### Cells colored by class, run 1

Fill, decap, tap and diode cells in gray.
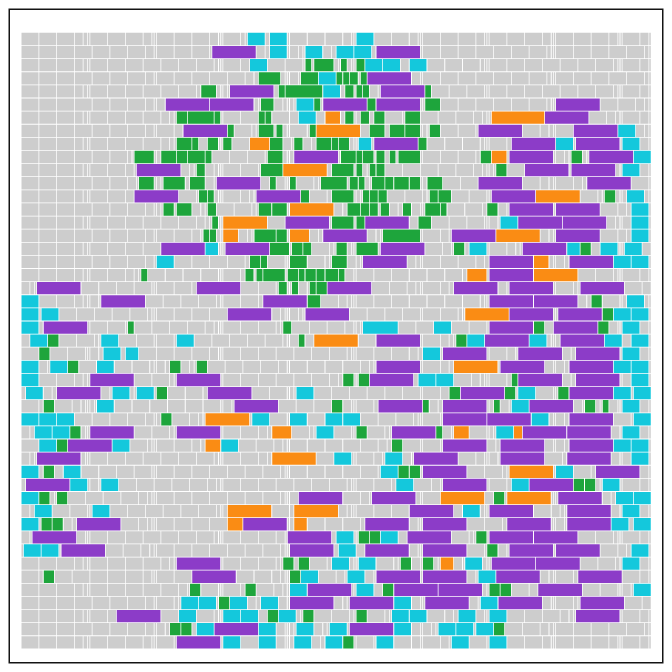
### Routed metal per tile, run 1

Scale bar: 50 um. 27 x 27 tiles, from dark blue (low) to red (high), scaled to the fullest tile. Values are wire area over tile area, all layers added.
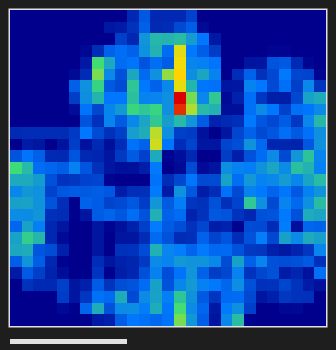
### Clock wiring as the flow saved it, run 1

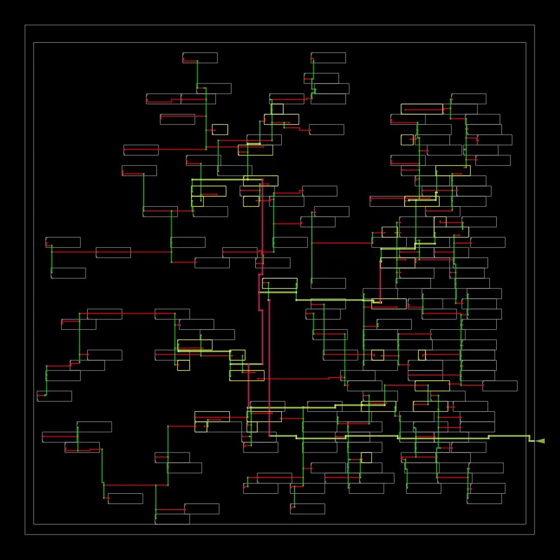
### The metal 1 layer, run 1

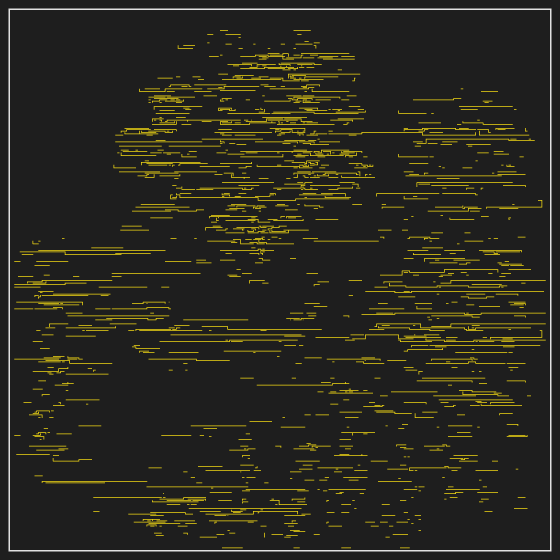
$ cat src/rtl/systolic_pkg.sv
// systolic_pkg: shared types and constants for the systolic array front end.
// Holds the feeder FSM state encoding and the tile-dimension width.
package systolic_pkg;

  localparam int DIM_W = 5;

  typedef enum logic [2:0] {
    IDLE,
    LOAD_W,
    CTRL,
    STREAM,
    DRAIN
  } feeder_state_t;

endpackage

$ cat src/rtl/skew_lane.sv
// skew_lane: fixed-depth delay line carrying a data word plus a valid bit.
// Ports: clk, nrst (async, active-high), d_in/v_in in, d_out/v_out after depth cycles.
module skew_lane #(
  parameter int width = 8,
  parameter int depth = 1
) (
  input  logic             clk,
  input  logic             nrst,
  input  logic [width-1:0] d_in,
  input  logic             v_in,
  output logic [width-1:0] d_out,
  output logic             v_out
);

  logic [depth-1:0][width-1:0] d_q, d_d;
  logic [depth-1:0]            v_q, v_d;

  // Invalid slots carry zero data so the array never sees stale values.
  always_comb begin
    d_d    = d_q;
    v_d    = v_q;
    d_d[0] = v_in ? d_in : '0;
    v_d[0] = v_in;
    for (int i = 1; i < depth; i++) begin
      d_d[i] = d_q[i-1];
      v_d[i] = v_q[i-1];
    end
  end

  always_ff @(posedge clk or posedge nrst) begin
    if (nrst) begin
      d_q <= '0;
      v_q <= '0;
    end else begin
      d_q <= d_d;
      v_q <= v_d;
    end
  end

  assign d_out = d_q[depth-1];
  assign v_out = v_q[depth-1];

endmodule

$ cat src/rtl/systolic_feeder.sv
// systolic_feeder: loads one weight tile, starts the array, then streams skewed features.
// Ports: start/k_dim request, w_* and f_* valid/ready inputs, weight/feature/ctrl outputs to array, busy/done.
import systolic_pkg::*;

module systolic_feeder #(
  parameter int width = 8,
  parameter int col   = 4,
  parameter int row   = 4
) (
  input  logic                       clk,
  input  logic                       nrst,
  input  logic                       start,
  input  logic [DIM_W-1:0]           k_dim,
  input  logic                       w_valid,
  output logic                       w_ready,
  input  logic [col-1:0][width-1:0]  w_data,
  input  logic                       f_valid,
  output logic                       f_ready,
  input  logic [row-1:0][width-1:0]  f_data,
  output logic [col-1:0][width-1:0]  weight_input2,
  output logic [col-1:0]             weight_en,
  output logic [row-1:0][width-1:0]  feature_input2,
  output logic [row-1:0]             in_en,
  output logic                       conv_ctrl,
  output logic [DIM_W-1:0]           weight_dim,
  output logic                       busy,
  output logic                       done
);

  localparam logic [DIM_W-1:0] ROW_LAST = DIM_W'(row - 1);

  feeder_state_t state_q, state_d;
  logic [DIM_W-1:0] wcnt_q, wcnt_d;
  logic [DIM_W-1:0] fcnt_q, fcnt_d;
  logic [DIM_W-1:0] dcnt_q, dcnt_d;
  logic [DIM_W-1:0] dim_q, dim_d;
  logic [col-1:0][width-1:0] wi_q, wi_d;
  logic [col-1:0] wen_q, wen_d;
  logic w_ready_q, w_ready_d;
  logic f_ready_q, f_ready_d;
  logic conv_q, conv_d;
  logic busy_q, busy_d;
  logic done_q, done_d;
  logic w_acc, f_acc;

  always_comb begin
    state_d = state_q;
    wcnt_d  = wcnt_q;
    fcnt_d  = fcnt_q;
    dcnt_d  = dcnt_q;
    dim_d   = dim_q;
    conv_d  = 1'b0;
    done_d  = 1'b0;
    w_acc   = w_valid && w_ready_q;
    f_acc   = f_valid && f_ready_q;
    wi_d    = w_acc ? w_data : '0;
    wen_d   = w_acc ? '1 : '0;
    unique case (state_q)
      IDLE: begin
        // A start landing on the done cycle is dropped.
        if (start && k_dim != '0 && !done_q) begin
          dim_d   = k_dim;
          wcnt_d  = '0;
          fcnt_d  = '0;
          state_d = LOAD_W;
        end
      end
      LOAD_W: begin
        if (w_acc) begin
          if (wcnt_q == ROW_LAST) state_d = CTRL;
          else wcnt_d = wcnt_q + 1'b1;
        end
      end
      CTRL: begin
        conv_d  = 1'b1;
        state_d = STREAM;
      end
      STREAM: begin
        if (f_acc) begin
          fcnt_d = fcnt_q + 1'b1;
          if (fcnt_d == dim_q) begin
            state_d = DRAIN;
            dcnt_d  = '0;
          end
        end
      end
      DRAIN: begin
        // The deepest lane empties row cycles after the last accept.
        if (dcnt_q == ROW_LAST) begin
          state_d = IDLE;
          done_d  = 1'b1;
        end else begin
          dcnt_d = dcnt_q + 1'b1;
        end
      end
      default: state_d = IDLE;
    endcase
    w_ready_d = (state_d == LOAD_W);
    // Holding off one STREAM cycle puts f_ready right after conv_ctrl.
    f_ready_d = (state_q == STREAM) && (state_d == STREAM) && (fcnt_d < dim_q);
    busy_d    = (state_d != IDLE);
  end

  always_ff @(posedge clk or posedge nrst) begin
    if (nrst) begin
      state_q   <= IDLE;
      wcnt_q    <= '0;
      fcnt_q    <= '0;
      dcnt_q    <= '0;
      dim_q     <= '0;
      wi_q      <= '0;
      wen_q     <= '0;
      w_ready_q <= 1'b0;
      f_ready_q <= 1'b0;
      conv_q    <= 1'b0;
      busy_q    <= 1'b0;
      done_q    <= 1'b0;
    end else begin
      state_q   <= state_d;
      wcnt_q    <= wcnt_d;
      fcnt_q    <= fcnt_d;
      dcnt_q    <= dcnt_d;
      dim_q     <= dim_d;
      wi_q      <= wi_d;
      wen_q     <= wen_d;
      w_ready_q <= w_ready_d;
      f_ready_q <= f_ready_d;
      conv_q    <= conv_d;
      busy_q    <= busy_d;
      done_q    <= done_d;
    end
  end

  for (genvar r = 0; r < row; r++) begin : g_lane
    skew_lane #(
      .width(width),
      .depth(r + 1)
    ) u_lane (
      .clk  (clk),
      .nrst (nrst),
      .d_in (f_data[r]),
      .v_in (f_acc),
      .d_out(feature_input2[r]),
      .v_out(in_en[r])
    );
  end

  assign w_ready       = w_ready_q;
  assign f_ready       = f_ready_q;
  assign weight_input2 = wi_q;
  assign weight_en     = wen_q;
  assign conv_ctrl     = conv_q;
  assign weight_dim    = dim_q;
  assign busy          = busy_q;
  assign done          = done_q;

endmodule
$ cat config.mk
export PLATFORM = sky130hd
export DESIGN_NAME = systolic_feeder
export DESIGN_NICKNAME = d
export VERILOG_FILES = /design/src/rtl/systolic_pkg.sv /design/src/rtl/skew_lane.sv /design/src/rtl/systolic_feeder.sv
export SDC_FILE = /design/constraint.sdc
export NUM_CORES = 1
export LEC_CHECK = 0
export CAP_MARGIN = 25
export CORE_MARGIN = 2
export CORE_UTILIZATION = 30
export CTS_BUF_LIST = sky130_fd_sc_hd__clkbuf_16
export DETAILED_ROUTE_END_ITERATION = 6
export PLACE_DENSITY = 0.65
export SETUP_SLACK_MARGIN = 0.15
export SYNTH_ARGS = -nofsm -noshare
export SYNTH_HDL_FRONTEND = slang
export SYNTH_HIERARCHICAL = 1
export SYNTH_SLANG_ARGS = --single-unit
export TNS_END_PERCENT = 20
$ cat constraint.sdc
create_clock -name clk -period 4.3 [get_ports clk]
set_clock_uncertainty 0.05 [all_clocks]
set_input_delay 0.86 -clock clk [delete_from_list [all_inputs] [get_ports clk]]
set_output_delay 0.86 -clock clk [all_outputs]
set_load 0.01 [all_outputs]
==> Changelog: implementation, run 1 <==
### Implementation results

- Outcome: complete, no violations
- Slowest library cell on the worst path: or4_4
- Area of the mapped netlist: about 5200 um^2
- Biggest consumer: sequential cells
- Share of the final layout cell area in multi-input gates: 0.168
- Chip area: around 18000 um^2
- Power density over the cells: 539 nW/um^2
- Critical-path cell list: clkdlybuf4s50_1 > or4_4 > o211a_2 > nor2_1 > nand2_1 > o21ai_1 > ha_1 > a21o_1 > a211o_1 > a221oi_2
- Unrepaired setup endpoints after global routing: false
- Final worst setup slack: between 0.9 and 1 ns
- Pins over their slew limit: 0
- Chip area line of the yosys report: 5160 um^2
- Ports: between 150 and 200
- WS Path Type: in -> reg
- Maximum net fanout on the critical path: 15
- Worst min-delay path startpoint: g_lane[3].u_lane/d_d[28]
- Flop2flop setup slack: ~1.6 ns
- Met2 demand-to-capacity share in global routing: 0.228
- Area of combinational cells with multiple inputs: ~1300 um^2
- Weighted congestion at the end of routability-driven global placement: a little over 0.8
- Critical path data arrival time: about 3.6 ns
- Critical Path Sink Type: flop
- Top cells, area: dfrtp_1, and2_1, and3_1
- Clock buffers: 17
- Count of plain and timing-repair buffers: ~160
- Worst hold path cell count: 0
- Clock slew seen by the registers of the worst setup and hold paths: roughly 0.06 ns
- Multiplexer share of the synthesized area: 0.00436
- CTS max path bufs: 2
- Sequential cell count: approximately 150
- Fill cell total of the finished layout: between 1500 and 2000
- Yosys adder share: 0.0170
- Worst slack on hold paths: roughly 0.3 ns
- Cell count listed in synth_stat.txt: between 300 and 400
- Drt wl/cell: between 15 and 20 um
- Total global routing overflow: 0
- Final setup violating endpoints: 0
- Max Cap Viol: 0
- Global routing usage on met3: 0.0539
- Maximum clock rate: roughly 300 MHz
- Simple logic cell fraction of the synthesized area: 0.147
- Final Non-Filler Cells: between 700 and 800
- Family with the most delay on the worst path: AND-OR/OR-AND gates
- Fin. Hold Viols: 0
- Crit path largest cell delay: about 0.56 ns
- Flip-flop count of the largest register, all copies and words added: 48
- #MultiIn Comb: 190
- Cell Count Post-Placement: between 700 and 800
- Measured slew at the worst slew-check pin: 0.932 ns
- Max-area cell class: registers
- Count of port buffers added during placement: between 150 and 200
- Number of unique standard cell types used by synthesis: 43
- GRT Total Usage: 0.136
- Post-route DRC: 0
- Post-synthesis instance total: approximately 370
- Ant. Diodes: 0
- Leak pwr: 3.62 nW
- Portion of total power attributed to combinational logic: 0.212
- Post-layout min period: around 3.3 ns
- Setup Slack @ Placement: approximately 0.57 ns
- Power in combinational cells: about 0.00086 W
- Capture instance of the worst register-to-register path: f_ready
- Total clock network power: about 0.0014 W
- Register share after synthesis: 0.732
- End point of the worst hold path: g_lane[3].u_lane/d_out[4]
- Die y size: roughly 140 um
- Sum of buffers and inverters on the critical path: 1
- Share of total power in the clock network: 0.354
- Root buffer cell: clkbuf_16
- Worst hold-check path type: reg -> reg
- Layout Area Growth over Synthesis: 46.5%
- Power Internal: approximately 0.0029 W
- Chip Width: 135 um
- Maximum number of pins on one net before global-route repair: between 40 and 50
- Iteration-0 DRC count of the detailed router: about 130
- Wire length of the first global-routing pass: around 19 mm
- Portion of total power attributed to sequential cells: 0.434
- Clock tree from TritonCTS: yes
- Clock distribution area overhead in the final layout: 0.0769
- Post-CTS Hold Fix Bufs: 0
- # clock sinks: ~150
- Detail Route Antenna Nets: 0
- Yosys aoi share: 0.0613
- Synth Warn #: 6
- Net count after synthesis: 449
- Peak ir drop on the vdd network: between 0.2 and 0.3 mV
- Mean number of vias per cell: approximately 4.5
- Register area: between 3000 and 4000 um^2
- Sum of negative setup slack: 0 ns
- Cycle use final: 0.775
- Total power after layout: ~0.0041 W
- Critical Path Source: k_dim[3]
- 1st-pass router iterations: 5
- Sw Pwr: approximately 0.0012 W
- Postcts setup bufs: 0
- Tap cell count: ~220
- Number of nets in the finished design: 616
- Switching share of power: 0.294
Back to the opening pictures, 'Cells colored by class':
legend:
  purple:
    class: registers
    cells: 151
    share_of_their_area: 52%
  green:
    class: remaining logic cells
    cells: 205
    share_of_their_area: 18%
  cyan:
    class: remaining buffers and delay cells
    cells: 160
    share_of_their_area: 22%
  orange:
    class: clock drivers and dummy loads
    cells: 32
    share_of_their_area: 8.0%
post-layout util: 0.453
row count: 47
sequential fraction of total cell area: 0.500
CORE AREA: 16700 um^2

Back to the opening pictures, 'Routed metal per tile':
nearly empty tiles: 24%
mean over tiles: 0.11
emptiest ninth of the die: north-west

Back to the opening pictures, 'Clock wiring as the flow saved it':
latest clock arrival within the worst-skew pair: 0.41 ns
clock buffers created by TritonCTS: 17

Back to the opening pictures, 'The metal 1 layer':
nets with wire on the layer: 545
main direction: horizontal
wire length on this layer: 4810 um
share of all routed wire: 41%
longest straight run: 33.1 um
GR Layer Usage met1: 0.156
via count of the routed design: 3428
wire length reported by the detailed router: 11.8 mm

## run 1: placed cells by master, fill, tap and decap left out, types with 4 or more instances in the layout
cell / Yosys / layout
a21oi_1: 8 / 8
and2_1: 34 / 34
and3_1: 34 / 34
buf_4: 3 / 4
clkbuf_16: 0 / 17
clkdlybuf4s50_1: 0 / 155
dfrtp_1: 151 / 151
ha_1: 7 / 7
inv_1: 15 / 14
inv_6: 0 / 5
inv_8: 0 / 4
nand2_1: 19 / 19
nand4_1: 5 / 5
nor2_1: 12 / 12
o21ai_1: 15 / 15
or3_1: 4 / 4
xor2_1: 7 / 7
## run 1: Yosys cell counts (all sizes together)
| cell type | instances |
|---|---|
| nand3 | 3 |
| nor4b | 2 |
| inv | 15 |
| nand4 | 5 |
| o31a | 1 |
| a211o | 2 |
| a21boi | 1 |
| a22o | 3 |
| and3 | 34 |
| ha | 7 |
| nor3 | 1 |
| a31oi | 2 |
| nor3b | 5 |
| a221oi | 1 |
| a21o | 1 |
| o21ai | 18 |
| o211ai | 3 |
| and3b | 1 |
| or4 | 1 |
| clkbuf | 7 |
| o211a | 1 |
| xor2 | 7 |
| nor2 | 12 |
| a211oi | 2 |
| or3b | 1 |
| dfrtp | 151 |
| xnor2 | 3 |
| nand3b | 1 |
| or4b | 2 |
| or3 | 4 |
| nand2 | 19 |
| o31ai | 1 |
| a21oi | 9 |
| mux2 | 2 |
| and2 | 34 |
| nor2b | 1 |
| buf | 5 |
## run 1: metal layers
layer / part of all wire / vias up
li1: - / 1581
met1: 0.41 / 1693
met2: 0.49 / 135
met3: 0.081 / 19
met4: 0.022 / 0
met5: 0 / -
## Run 2: what changed since run 1
clock period = 3.09 ns   (was 4.3 ns; I/O delays follow)
### M3 wires, run 2

Scale bar: 50 um.
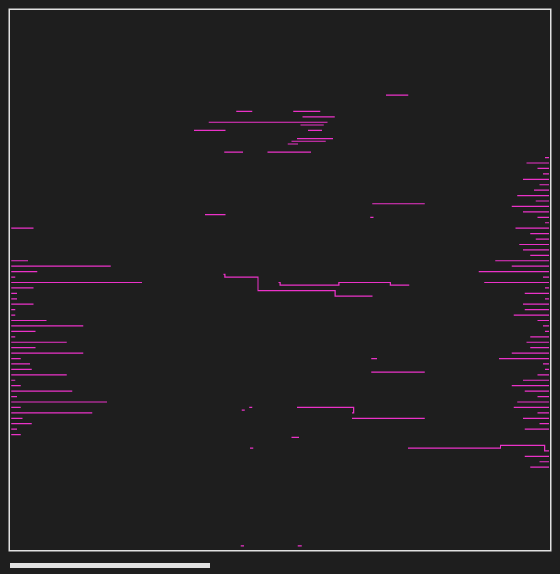
main direction: horizontal
wire length on this layer: 823 um
longest straight run: 32.4 um
via count of the routed design: 3426
global routing usage on met3: 0.0509
wire length reported by the detailed router: 11.6 mm

### Clock wiring as the flow saved it, run 2

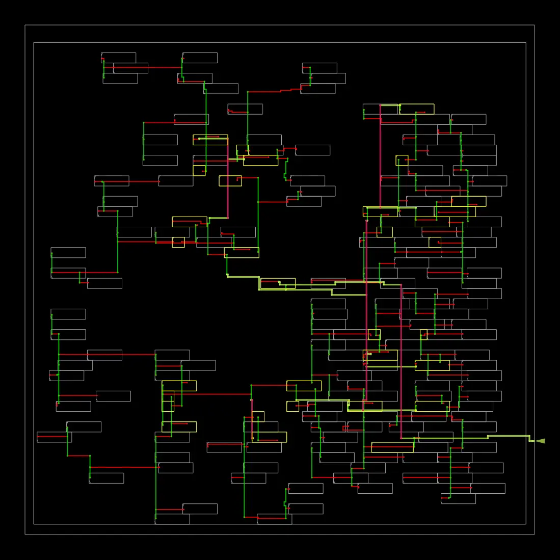
clock buffers: 17
sequential cell count: 151
latest clock arrival within the worst-skew pair: 0.42 ns

==> Changelog: implementation, run 2 <==
### Implementation results

- Post-layout min period: 2.87 ns
- Area of the mapped netlist: 5160 um^2 (unchanged)
- Cycle use final: 0.930
- Dominant cell by count in the synthesized netlist: dfrtp_1
- Portion of total power attributed to sequential cells: 0.417 (-0.017)
- Power density over the cells: 759 nW/um^2 (+41%)
- CTS max path bufs: 2 (unchanged)
- Top library cells by usage in the layout, fill and taps aside: clkdlybuf4s50_1, dfrtp_1, and3_1, and2_1, nand2_1
- Post-synthesis instance total: 368 (unchanged)
- Critical path data arrival time: 3.15 ns (-0.45 ns)
- Number of nets in the finished design: 622 (+0.97%)
- Flip-flop count of the largest register, all copies and words added: 48 (unchanged)
- GRT Total Usage: 0.134 (-0.00159)
- Cell Count Post-Placement: 742 (+0.82%)
- Detail Route Antenna Nets: 0 (unchanged)
- Top cells, area: dfrtp_1, and2_1, and3_1
- Iteration-0 DRC count of the detailed router: 162 (+29%)
- Max Cap Viol: 0 (unchanged)
- Wire length of the first global-routing pass: 18.6 mm (-2.0%)
- Power in combinational cells: 0.00129 W (+49%)
- Drt wl/cell: 15.0 um (-2.2%)
- Maximum number of pins on one net before global-route repair: 39 (-7.1%)
- Chip area line of the yosys report: 5160 um^2 (unchanged)
- Ports: 156 (unchanged)
- Synth Warn #: 6 (unchanged)
- Outcome: complete, no violations
- Post-CTS Hold Fix Bufs: 0 (unchanged)
- Portion of total power attributed to combinational logic: 0.223 (+0.011)
- Chip Width: 135 um (unchanged)
- Weighted congestion at the end of routability-driven global placement: 0.840 (+2.3%)
- Chip area: 18300 um^2 (unchanged)
- Register share after synthesis: 0.732 (unchanged)
- Measured slew at the worst slew-check pin: 0.933 ns (+0.00103 ns)
- CORE AREA: 16700 um^2 (unchanged)
- Setup Slack @ Placement: -0.297 ns (-0.865 ns)
- Final Non-Filler Cells: 774 (+0.78%)
- Cell count listed in synth_stat.txt: 368 (unchanged)
- Top cells by count, synth: dfrtp_1, and2_1, and3_1
- Total clock network power: 0.00208 W (+44%)
- 1st-pass router iterations: 4 (-1)
- Ant. Diodes: 0 (unchanged)
- Die y size: 135 um (unchanged)
- Biggest consumer: sequential cells
- Clock slew seen by the registers of the worst setup and hold paths: 0.07 ns (about the same)
- Fin. Hold Viols: 0 (unchanged)
- Peak ir drop on the vdd network: 0.387 mV (+43%)
- # clock sinks: 151 (unchanged)
- Leak pwr: 3.66 nW (+1.2%)
- Number of synthesized flops with an enable pin: 0 (unchanged)
- Mean number of vias per cell: 4.43 (-0.83%)
- Maximum net fanout on the critical path: 4 (-11)
- Postcts setup bufs: 0 (unchanged)
- Commonest non-fill, non-tap cell in the layout: clkdlybuf4s50_1
- Layout Area Growth over Synthesis: 47.8%
- Clock buffers created by TritonCTS: 17 (unchanged)
- Root buffer cell: clkbuf_16
- Clock tree from TritonCTS: yes
- Net count after synthesis: 449 (unchanged)
- Final worst setup slack: 0.215 ns (-0.751 ns)
- Async SR Flop Fraction: 1.00 (unchanged)
- Switching share of power: 0.289 (-0.00491)
- Number of unique standard cell types used by synthesis: 43 (unchanged)
- Row count: 47 (unchanged)
- Power Internal: 0.00412 W (+43%)
- Maximum clock rate: around 350 MHz
- Critical Path Sink Type: flop
- Post-layout util: 0.457 (+0.00404)
-- run 2: cell count changes in the layout (fill, tap and decap cells not counted), sizes merged --
cell      before  now
buf            5   11
clkinvlp       2    0
bufinv         1    2
clkinv         3    4
-- run 2: final cells by class --
cell class / instances / area (um^2) / area share
sequential: 151 / 3780 / 0.495
timing repair buffer: 166 / 1630 / 0.214
multi-input combinational: 190 / 1280 / 0.168
clock buffer: 17 / 425 / 0.0557
tap: 220 / 275 / 0.0361
clock inverter: 15 / 180 / 0.0236
inverter: 15 / 56.3 / 0.00738
-- run 2: cell families after synthesis --
logic type,share of synthesized area
muxes,0.00436
adders and majority gates,0.0170
and+or+nand+nor,0.147
DFF,0.732
xor gates and xnor gates,0.0170
buffers and inverters,0.0223
AOI/OAI and AO/OA,0.0613
-- run 2: final timing paths --
kind	from	to	slack [ns]	cells past startpoint
min	g_lane[1].u_lane/d_d[12]	g_lane[1].u_lane/d_out[4]	0.29	0
max reg2reg	state_q[2]	f_ready	0.54	8
max	k_dim[3]	f_ready	0.22	10
min in group asynchronous	nrst	g_lane[0].u_lane/d_out[4]	0.58	2
min reg2reg	g_lane[1].u_lane/d_d[12]	g_lane[1].u_lane/d_out[4]	0.29	0
max in group asynchronous	nrst	g_lane[2].u_lane/d_out[1]	1.58	2
-- run 2: worst max-delay path: stages --
cell and delay [ns]:
clkdlybuf4s50_1 0.42, or4_4 0.54, o211a_2 0.28, nor2_4 0.15, o21ai_1 0.10, o21ai_1 0.12, ha_1 0.28, nor2b_1 0.14
a211o_1 0.28, a221oi_2 0.22
-- run 2: routing by layer --
| metal | GRT usage | routed length, um |
|---|---|---|
| met3 | 0.0509 | 823 |
| met5 | 0 | 0 |
| met2 | 0.223 | 5580 |
| met4 | 0.0527 | 211 |
| met1 | 0.158 | 5020 |
Power and IR drop assume default switching activity.
